==> run_1/layer_met2.png <==
Bar = 20 um.
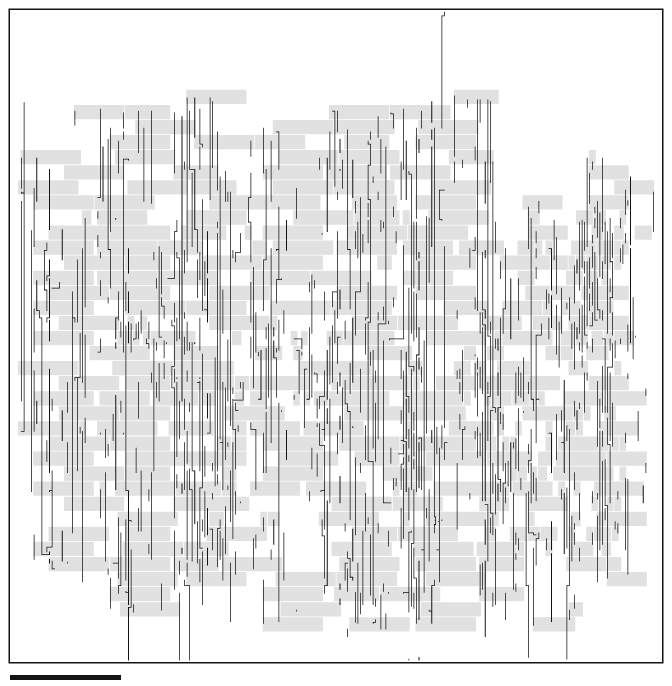
==> run_1/detail.png <==
Bar = 10 um. Region (39, 15) to (79, 55) um. Cells in gray, sequential cells in the stronger gray; small squares are vias.
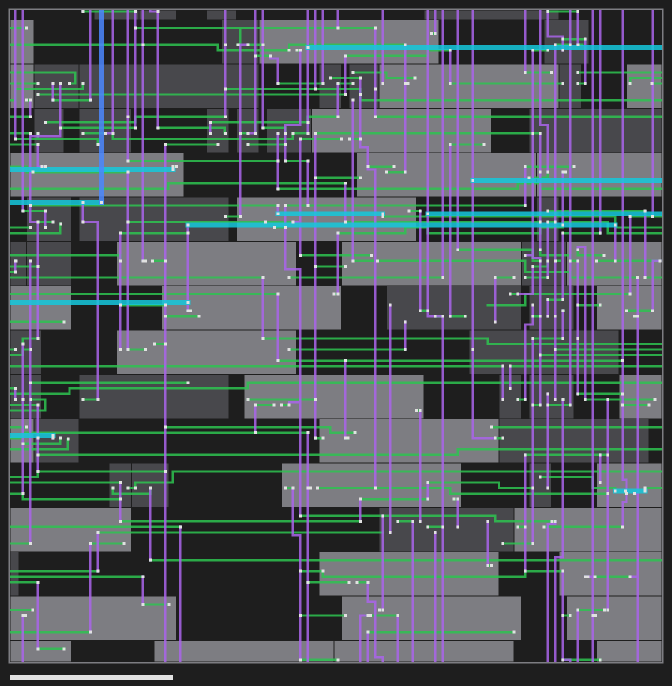
==> run_1/sizes.png <==
Bar = 20 um.
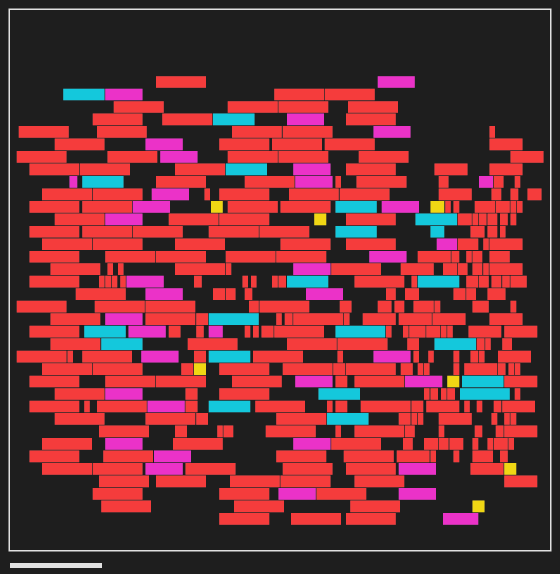
==> config.mk <==
export PLATFORM = sky130hd
export DESIGN_NAME = ok_dram_fifo
export DESIGN_NICKNAME = d
export VERILOG_FILES = /design/src/rtl/ok_dram_pkg.sv /design/src/rtl/ok_dram_nxw.sv /design/src/rtl/ok_dram_fifo.sv
export SDC_FILE = /design/constraint.sdc
export NUM_CORES = 1
export LEC_CHECK = 0
export CORE_UTILIZATION = 45
export DETAILED_ROUTE_END_ITERATION = 6
export DONT_BUFFER_PORTS = 1
export PLACE_DENSITY = 0.64
export REMOVE_ABC_BUFFERS = 1
export SETUP_SLACK_MARGIN = 0.15
export SYNTH_ARGS = -nofsm -noshare
export SYNTH_HDL_FRONTEND = slang
export SYNTH_HIERARCHICAL = 1
export SYNTH_SLANG_ARGS = --single-unit
==> constraint.sdc <==
create_clock -name clk -period 5.75 [get_ports clk]
set_input_delay 0.8625 -clock clk [delete_from_list [all_inputs] [get_ports clk]]
set_output_delay 0.8625 -clock clk [all_outputs]
set_load 0.05 [all_outputs]
==> src/rtl/ok_dram_pkg.sv <==
// Shared helpers for the ok_dram FIFO slice: width functions and the registered flag bundle.
package ok_dram_pkg;

   function automatic int clog2(input int value);
      int r;
      int v;
      r = 0;
      v = value - 1;
      while (v > 0) begin
         r = r + 1;
         v = v >> 1;
      end
      return r;
   endfunction

   function automatic int ptr_width(input int depth_log2);
      return depth_log2;
   endfunction

   // Count needs one extra bit so that a full FIFO (DEPTH entries) is representable.
   function automatic int count_width(input int depth_log2);
      return clog2(1 << depth_log2) + 1;
   endfunction

   typedef struct packed {
      logic empty;
      logic full;
      logic almost_full;
      logic overflow;
      logic underflow;
   } fifo_flags_t;

   localparam fifo_flags_t FLAGS_RESET = '{empty: 1'b1, default: 1'b0};

endpackage

==> src/rtl/ok_dram_nxw.sv <==
// Distributed RAM, WIDTH x 2**DEPTH_LOG2: one synchronous write port, asynchronous reads at
// the write address (spo) and at an independent read address (dpo), built one bit column at a time.
module ok_dram_nxw #(
   parameter int WIDTH      = 8,
   parameter int DEPTH_LOG2 = 4
) (
   input  logic                  clk,
   input  logic                  i_we,
   input  logic [DEPTH_LOG2-1:0] i_waddr,
   input  logic [WIDTH-1:0]      i_wdata,
   input  logic [DEPTH_LOG2-1:0] i_raddr,
   output logic [WIDTH-1:0]      o_spo,
   output logic [WIDTH-1:0]      o_dpo
);

   localparam int DEPTH = 1 << DEPTH_LOG2;

   for (genvar b = 0; b < WIDTH; b++) begin : g_bit
      logic [DEPTH-1:0] r_col;

      always_ff @(posedge clk) begin
         if (i_we) begin
            r_col[i_waddr] <= i_wdata[b];
         end
      end

      assign o_spo[b] = r_col[i_waddr];
      assign o_dpo[b] = r_col[i_raddr];
   end

endmodule

==> src/rtl/ok_dram_fifo.sv <==
// Single-clock FIFO on distributed RAM with count, almost_full and overflow/underflow pulses.
// Define OK_DRAM_FIFO_FWFT_EN for first-word-fall-through; otherwise dout is a registered pop.
module ok_dram_fifo
   import ok_dram_pkg::*;
#(
   parameter int WIDTH      = 8,
   parameter int DEPTH_LOG2 = 4,
   parameter int AF_LEVEL   = (1 << DEPTH_LOG2) - 2
) (
   input  logic                  clk,
   input  logic                  reset,
   input  logic                  wr_en,
   input  logic [WIDTH-1:0]      din,
   input  logic                  rd_en,
   output logic [WIDTH-1:0]      dout,
   output logic                  empty,
   output logic                  full,
   output logic                  almost_full,
   output logic [DEPTH_LOG2:0]   count,
   output logic                  overflow,
   output logic                  underflow
);

   localparam int DEPTH = 1 << DEPTH_LOG2;
   localparam int PW    = ptr_width(DEPTH_LOG2);
   localparam int CW    = count_width(DEPTH_LOG2);

   logic [PW-1:0]    r_wr_ptr;
   logic [PW-1:0]    r_rd_ptr;
   logic [CW-1:0]    r_count;
   logic [CW-1:0]    w_count_nxt;
   fifo_flags_t      r_flags;
   logic             w_rd_acc;
   logic             w_wr_acc;
   logic             w_ram_we;
   logic [WIDTH-1:0] w_rd_data;
   logic [WIDTH-1:0] w_spo_unused;

   // Handshake: a read is accepted when rd_en is high and the FIFO holds data; a write is accepted
   // when wr_en is high and a slot is free or is freed by an accepted read on the same edge.
   // Rejected requests are dropped and reported by a one-cycle overflow/underflow pulse.
   always_comb begin
      w_rd_acc    = rd_en & ~r_flags.empty;
      w_wr_acc    = wr_en & (~r_flags.full | w_rd_acc);
      w_count_nxt = r_count;
      if (w_wr_acc & ~w_rd_acc) begin
         w_count_nxt = r_count + CW'(1);
      end else if (w_rd_acc & ~w_wr_acc) begin
         w_count_nxt = r_count - CW'(1);
      end
   end

   assign w_ram_we = w_wr_acc & ~reset;

   ok_dram_nxw #(
      .WIDTH      (WIDTH),
      .DEPTH_LOG2 (DEPTH_LOG2)
   ) u_ram (
      .clk     (clk),
      .i_we    (w_ram_we),
      .i_waddr (r_wr_ptr),
      .i_wdata (din),
      .i_raddr (r_rd_ptr),
      .o_spo   (w_spo_unused),
      .o_dpo   (w_rd_data)
   );

   always_ff @(posedge clk) begin
      if (reset) begin
         r_wr_ptr <= '0;
         r_rd_ptr <= '0;
         r_count  <= '0;
         r_flags  <= FLAGS_RESET;
      end else begin
         if (w_wr_acc) begin
            r_wr_ptr <= r_wr_ptr + PW'(1);
         end
         if (w_rd_acc) begin
            r_rd_ptr <= r_rd_ptr + PW'(1);
         end
         r_count             <= w_count_nxt;
         r_flags.empty       <= (w_count_nxt == '0);
         r_flags.full        <= (w_count_nxt == CW'(DEPTH));
         r_flags.almost_full <= (w_count_nxt >= CW'(AF_LEVEL));
         r_flags.overflow    <= wr_en & ~w_wr_acc;
         r_flags.underflow   <= rd_en & ~w_rd_acc;
      end
   end

`ifdef OK_DRAM_FIFO_FWFT_EN
   assign dout = w_rd_data;
`else
   logic [WIDTH-1:0] r_dout;

   always_ff @(posedge clk) begin
      if (reset) begin
         r_dout <= '0;
      end else if (w_rd_acc) begin
         r_dout <= w_rd_data;
      end
   end

   assign dout = r_dout;
`endif

   assign empty       = r_flags.empty;
   assign full        = r_flags.full;
   assign almost_full = r_flags.almost_full;
   assign overflow    = r_flags.overflow;
   assign underflow   = r_flags.underflow;
   assign count       = r_count;

endmodule

==> flow report, run 1 <==
==============================================================================
Outcome                                                           finished clean
Synthesized area per cell                                             17.2 um2
Routed wire per std cell                                               21.6 um
Initial drt markers                                                        239
Sort of element at the start of the critical path                    flip-flop
Fraction of layout instances using a drive strength above 1              17.9%
Pin count of the biggest net entering global routing                        36
Total length of routed wires                                           11.6 mm
CTS tree                                                                  done
Slowest cell on the critical path                                 sky130_fd_sc_hd__nor3_1
Crit path time final                                                   3640 ps
Total gr overflow                                                            0
Cell area after technology mapping                                    6020 um2
Hold_sp                                                                  reset
Max frequency                                                          275 MHz
Vertical die dimension                                                  118 um
Number of max-slew violations in the final report                            0
Post-layout period usage                                                 63.3%
Die W                                                                   118 um
HPWL after DPL                                                         7.35 mm
Count of nets left with antenna violations after detail routing              0
Max-cap viol count                                                           0
Reg2Reg Launch Point                                              empty$_SDFF_PP1_
Fillers                                                                   1019
Starting Density                                                         47.0%
Seq pwr share                                                            50.2%
Final setup TNS                                                           0 ps
Latency at later pin                                                    410 ps
Number of vias after detailed routing                                     3011
Core region area                                                     12800 um2
Worst Setup SP                                                    empty$_SDFF_PP1_
Total of buffers placed on input and output ports                            0
Buffer levels on the longest clock path                                      2
Standard-cell rows                                                          41
Req. time, crit path                                                   5780 ps
Post-CTS repair timing setup buffer count                                    0
Number of buffers added to fix hold violations after cts                     0
Drt first pass iters                                                         4
Clock transition at the registers of the reported paths                  60 ps
Yosys warnings                                                               6
Count of nets after finishing                                              368
Number of buffers created by CTS                                            17
Cell-by-cell trace of the critical path                           nand2b_1 -> a21boi_1 -> nor2b_1 -> or3b_2 -> nor3_1
IR Drop Worst-Case VDD                                                0.223 mV
Root Buffer                                                       sky130_fd_sc_hd__clkbuf_16
Worst min-delay path class                                        input pin to flip-flop
Worst path bufs/invs                                                         0
Initial antenna violation count                                              0
Setup-violating endpoint count in the final report                           0
==============================================================================
Back to the opening pictures, layer_met2.png:
- share of all routed wire: 47%
- nets with wire on the layer: 320
- main direction: vertical

Back to the opening pictures, detail.png:
- green: metal 1
- blue: metal 4
- cyan: metal 3
- purple: metal 2
- most frequent: edfxtp_1 (22), a22oi_1 (9)
- cells with their middle in the window: 54
- sequential cells in the window: 22
- netlist names of flops here include: u_ram/g_bit.r_col (22)

Back to the opening pictures, sizes.png:
- cyan: _6 and larger (cells 21; most used clkbuf_16)
- magenta: _2 cells (cells 37; most used mux4_2)
- red: _0 and _1 cells (cells 299; most used edfxtp_1)
- yellow: _3 and _4 cells (cells 7; most used clkinvlp_4)

run 1: layout make-up:
| cell class | instances | area [um2] | share of cell area, % |
|---|---|---|---|
| clock buffer | 20 | 437 | 6.48 |
| multi-input combinational | 175 | 1550 | 23.0 |
| clock inverter | 11 | 146 | 2.17 |
| sequential | 154 | 4370 | 64.8 |
| tap | 172 | 215 | 3.19 |
| inverter | 2 | 7.51 | 0.111 |
| timing repair buffer | 2 | 15.0 | 0.223 |
run 1: sequential cells by signal, summed over array words and instances (netlist names):
register           cells
r_rd_ptr               4
u_ram/g_bit.r_col    128
dout                   8
underflow              1
almost_full            1
empty                  1
count                  5
full                   1
r_wr_ptr               4
overflow               1
run 1: power groups by stage:
stage               Clock [mW]  Sequential, mW  Combinational [mW]
floorplan                    0            1.35               0.139
global placement             0            1.33               0.201
detailed placement           0            1.34               0.204
CTS                       1.12            1.31               0.206
global route              1.16            1.32               0.223
finish                    1.10            1.31               0.203
run 1: stage by stage:
| step | hold slack, ps | instances | setup slack (ps) | utilization (%) | total power [mW] |
|---|---|---|---|---|---|
| finish | 517 | 536 | 2110 | 52.5 | 2.62 |
| global route | 494 | 536 | 1870 | 52.5 | 2.70 |
| CTS | 497 | 536 | 2100 | 52.5 | 2.64 |
| detailed placement | 609 | 505 | 1940 | 48.0 | 1.54 |
| global placement | 604 | 505 | 2160 | 48.0 | 1.54 |
| floorplan | 527 | 331 | 2560 | - | 1.49 |
run 1: metal layers:
metal | part of all wire [%] | track usage (%)
met5 | 0 | 0
met4 | 1.2 | 6.49
met3 | 5.3 | 5.18
met2 | 47 | 26.3
met1 | 47 | 26.4
run 1: cells in the final DEF, fill, tap and decap left out, types with 2 or more instances in the layout:
cell,instances
sky130_fd_sc_hd__edfxtp_1,128
sky130_fd_sc_hd__nand2_1,35
sky130_fd_sc_hd__mux4_2,32
sky130_fd_sc_hd__nor2_1,26
sky130_fd_sc_hd__dfxtp_1,25
sky130_fd_sc_hd__clkbuf_16,17
sky130_fd_sc_hd__a22oi_1,16
sky130_fd_sc_hd__a21oi_1,11
sky130_fd_sc_hd__nand2b_1,6
sky130_fd_sc_hd__nor2b_1,6
sky130_fd_sc_hd__xnor2_1,6
sky130_fd_sc_hd__xor2_1,4
sky130_fd_sc_hd__ha_1,4
sky130_fd_sc_hd__clkinvlp_4,4
sky130_fd_sc_hd__nor3_1,4
sky130_fd_sc_hd__nand3_1,3
sky130_fd_sc_hd__nand4_1,3
sky130_fd_sc_hd__clkbuf_1,3
sky130_fd_sc_hd__bufinv_16,3
sky130_fd_sc_hd__inv_1,2
sky130_fd_sc_hd__o22ai_1,2
sky130_fd_sc_hd__buf_4,2
sky130_fd_sc_hd__nand3b_1,2
run 1: worst paths after layout:
check                                                    endpoint  slack (ps)  cells after the start
worst min-delay path                         dout[6]$_SDFFE_PP0P_         520                      1
worst min register to register           r_rd_ptr[3]$_SDFFE_PP0P_         630                      2
worst max register to register  u_ram/g_bit[1].r_col[0]$_DFFE_PP_        2110                      5
worst max-delay path            u_ram/g_bit[1].r_col[0]$_DFFE_PP_        2110                      5
==> run 1 -> run 2 <==
- PLACE_DENSITY: 0.64 -> 0.66
- clock period: 5.75 -> 3.1 ns (I/O delays scaled with it)
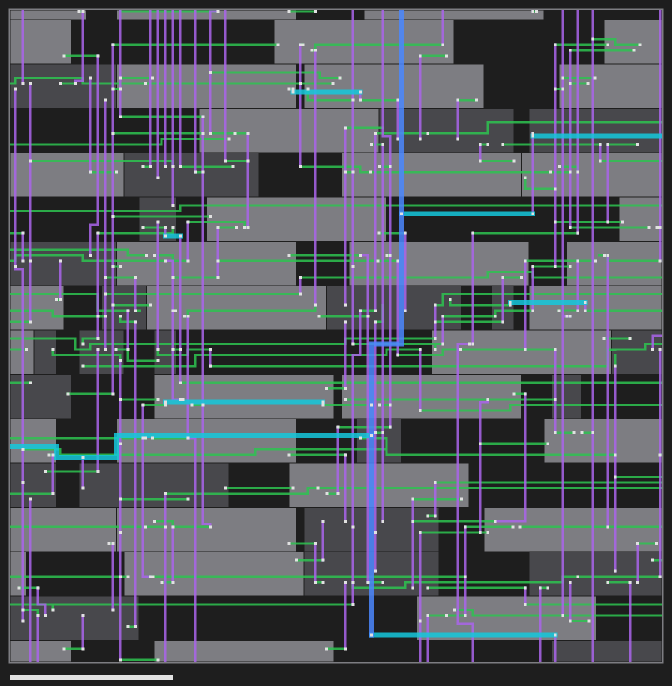
(run_2/detail.png)
Bar = 10 um. Region (39, 15) to (79, 55) um. Cells in gray, sequential cells in the stronger gray; small squares are vias.
- blue: metal 4
- purple: metal 2
- green: metal 1
- cyan: metal 3
- netlist names of flops here include: u_ram/g_bit.r_col (25)
- sequential cells in the window: 25
- most frequent: edfxtp_1 (25), mux4_2 (9)
- cells with their middle in the window: 44

==> flow report, run 2 <==
==============================================================================
Initial antenna violation count                                              0
Root Buffer                                                       sky130_fd_sc_hd__clkbuf_16
Total of buffers placed on input and output ports                            0
Net switching fraction of the power                                      24.1%
Logic area                                                            1550 um2
Pin count of the biggest net entering global routing                        36
Placement-stage worst setup slack                                       605 ps
Req. time, crit path                                                   3220 ps
Switching pwr                                                          1.11 mW
Setup slack of the critical path after layout                           540 ps
Number of H-tree levels                                                      4
FF-to-FF path depth                                                          5
Slowest cell on the critical path                                 sky130_fd_sc_hd__a21boi_1
Tightest hold margin                                                    114 ps
Post-layout period usage                                                 82.6%
Number of max-slew violations in the final report                            0
Number of buffers created by CTS                                            17
Total gr overflow                                                            0
Sequential standard cell area                                         4370 um2
Starting Density                                                         47.0%
Clock sink count                                                           154
Standard-cell rows                                                          41
Busiest layer in global routing                                           met2
CP top delay family                                               simple AND/OR/NAND/NOR gates
Measured slew at the worst slew-check pin                               794 ps
Most common library cell in the layout ignoring fill and taps     sky130_fd_sc_hd__edfxtp_1
Destination of the critical timing path                           u_ram/g_bit[5].r_col[0]$_DFFE_PP_
Buffer levels on the longest clock path                                      2
GR met1 Demand/Resource                                                  24.1%
Vertical die dimension                                                  118 um
Biggest register                                                  u_ram/g_bit.r_col
Total length of routed wires                                           11.4 mm
Synthesized area per cell                                             17.2 um2
Cell area after technology mapping                                    6020 um2
Crit path time final                                                   2560 ps
Top-level port count                                                        30
Met2 track demand over resource                                          28.1%
Core region area                                                     12800 um2
Count of nets after finishing                                              389
Outcome                                                           finished clean
Max frequency                                                          391 MHz
Cell-by-cell trace of the critical path                           a21boi_1 -> nor2b_1 -> or3b_2 -> nor3_1 -> buf_4
Number of instances in the synthesized netlist                             350
Fraction of layout instances using a drive strength above 1              22.5%
Crit-path max FO                                                             8
Vias in the first global route                                            3134
Die W                                                                   118 um
Initial drt markers                                                        249
Chip footprint                                                       13900 um2
Final setup TNS                                                           0 ps
Clk network pwr share                                                    38.7%
CTS tree                                                                  done
Overall Global Routing Usage                                             18.0%
Seq pwr share                                                            52.6%
Worst min-delay path class                                        input pin to flip-flop
Reg2Reg Launch Point                                              full$_SDFF_PP0_
Routed wire per std cell                                               20.5 um
Yosys warnings                                                               6
Total power divided by cell area                                    676 nW/um2
Post-CTS repair timing setup buffer count                                    0
Setup-violating endpoint count in the final report                           0
Number of flip-flops in the largest register                               128
IR Drop Worst-Case VDD                                                0.502 mV
Drt first pass iters                                                         4
Biggest cell delay along the critical path                              560 ps
Worst Setup SP                                                    full$_SDFF_PP0_
Sort of element at the start of the critical path                    flip-flop
Number of vias after detailed routing                                     3054
Count of nets left with antenna violations after detail routing              0
Clock transition at the registers of the reported paths                  60 ps
Fillers                                                                   1034
HPWL after DPL                                                         7.42 mm
Latency at later pin                                                    420 ps
Highest-count cells in the layout ignoring fill and taps          sky130_fd_sc_hd__edfxtp_1 (128), sky130_fd_sc_hd__nand2_1 (35), sky130_fd_sc_hd__mux4_2 (32)
Worst path bufs/invs                                                         1
Number of failing hold endpoints at the final stage                          0
Crit Reg-Reg Endpoint                                             u_ram/g_bit[5].r_col[0]$_DFFE_PP_
Max-cap viol count                                                           0
Instance count on the critical path                                          5
GR met3 Demand/Resource                                                  5.91%
R2R setup slack                                                         540 ps
Number of buffers added to fix hold violations after cts                     0
DRC Markers                                                                  0
==============================================================================
run 2: worst reg2reg max path: cells and delay by family (launching register included):
| family | cells | cell delay [ps] |
|---|---|---|
| buf+inv | 1 | 210 |
| flops | 1 | 500 |
| compound gates | 1 | 570 |
| simple gates | 3 | 990 |
run 2: layout make-up:
class	count	share of cell area (%)
Multi-Input combinational cell	175	22.7
Timing Repair Buffer	23	2.53
Clock buffer	19	6.34
Tap cell	172	3.15
Inverter	2	0.110
Sequential cell	154	64.0
Clock inverter	13	1.17
run 2: worst min-delay path by stage:
stage                                   startpoint                        to  cells past startpoint
final                                        reset  r_rd_ptr[1]$_SDFFE_PP0P_                      1
after global routing                         reset  r_rd_ptr[0]$_SDFFE_PP0P_                      1
after CTS                                    reset  r_rd_ptr[0]$_SDFFE_PP0P_                      1
after detailed placement                     reset      dout[0]$_SDFFE_PP0P_                      1
after global placement                       reset  r_rd_ptr[0]$_SDFFE_PP0P_                      1
after floorplan           r_wr_ptr[3]$_SDFFE_PP0P_  r_wr_ptr[3]$_SDFFE_PP0P_                      2
run 2: routing by layer:
metal,vias to the layer above,part of all wire (%)
met4,0,0.86
met5,-,0
met1,1548,45
li1,1414,-
met3,7,5.2
met2,85,49
run 2: power by group through the flow:
stage | combinational, mW | sequential (mW) | clock, mW
after CTS | 0.404 | 2.43 | 1.82
after detailed placement | 0.400 | 2.47 | 0
after floorplan | 0.257 | 2.50 | 0
after global placement | 0.397 | 2.47 | 0
final | 0.400 | 2.43 | 1.78
after global routing | 0.443 | 2.43 | 1.91
run 2: metrics by stage:
step / power, mW / util, % / instance area, um2 / cells
5_1_grt: 4.79 / 53.2 / 6820 / 558
4_1_cts: 4.66 / 53.2 / 6820 / 558
2_1_floorplan: 2.76 / - / 5920 / 331
3_3_place_gp: 2.87 / 49.2 / 6310 / 526
6_report: 4.61 / 53.2 / 6820 / 558
3_5_place_dp: 2.87 / 49.2 / 6310 / 526
Power and IR drop assume default switching activity.
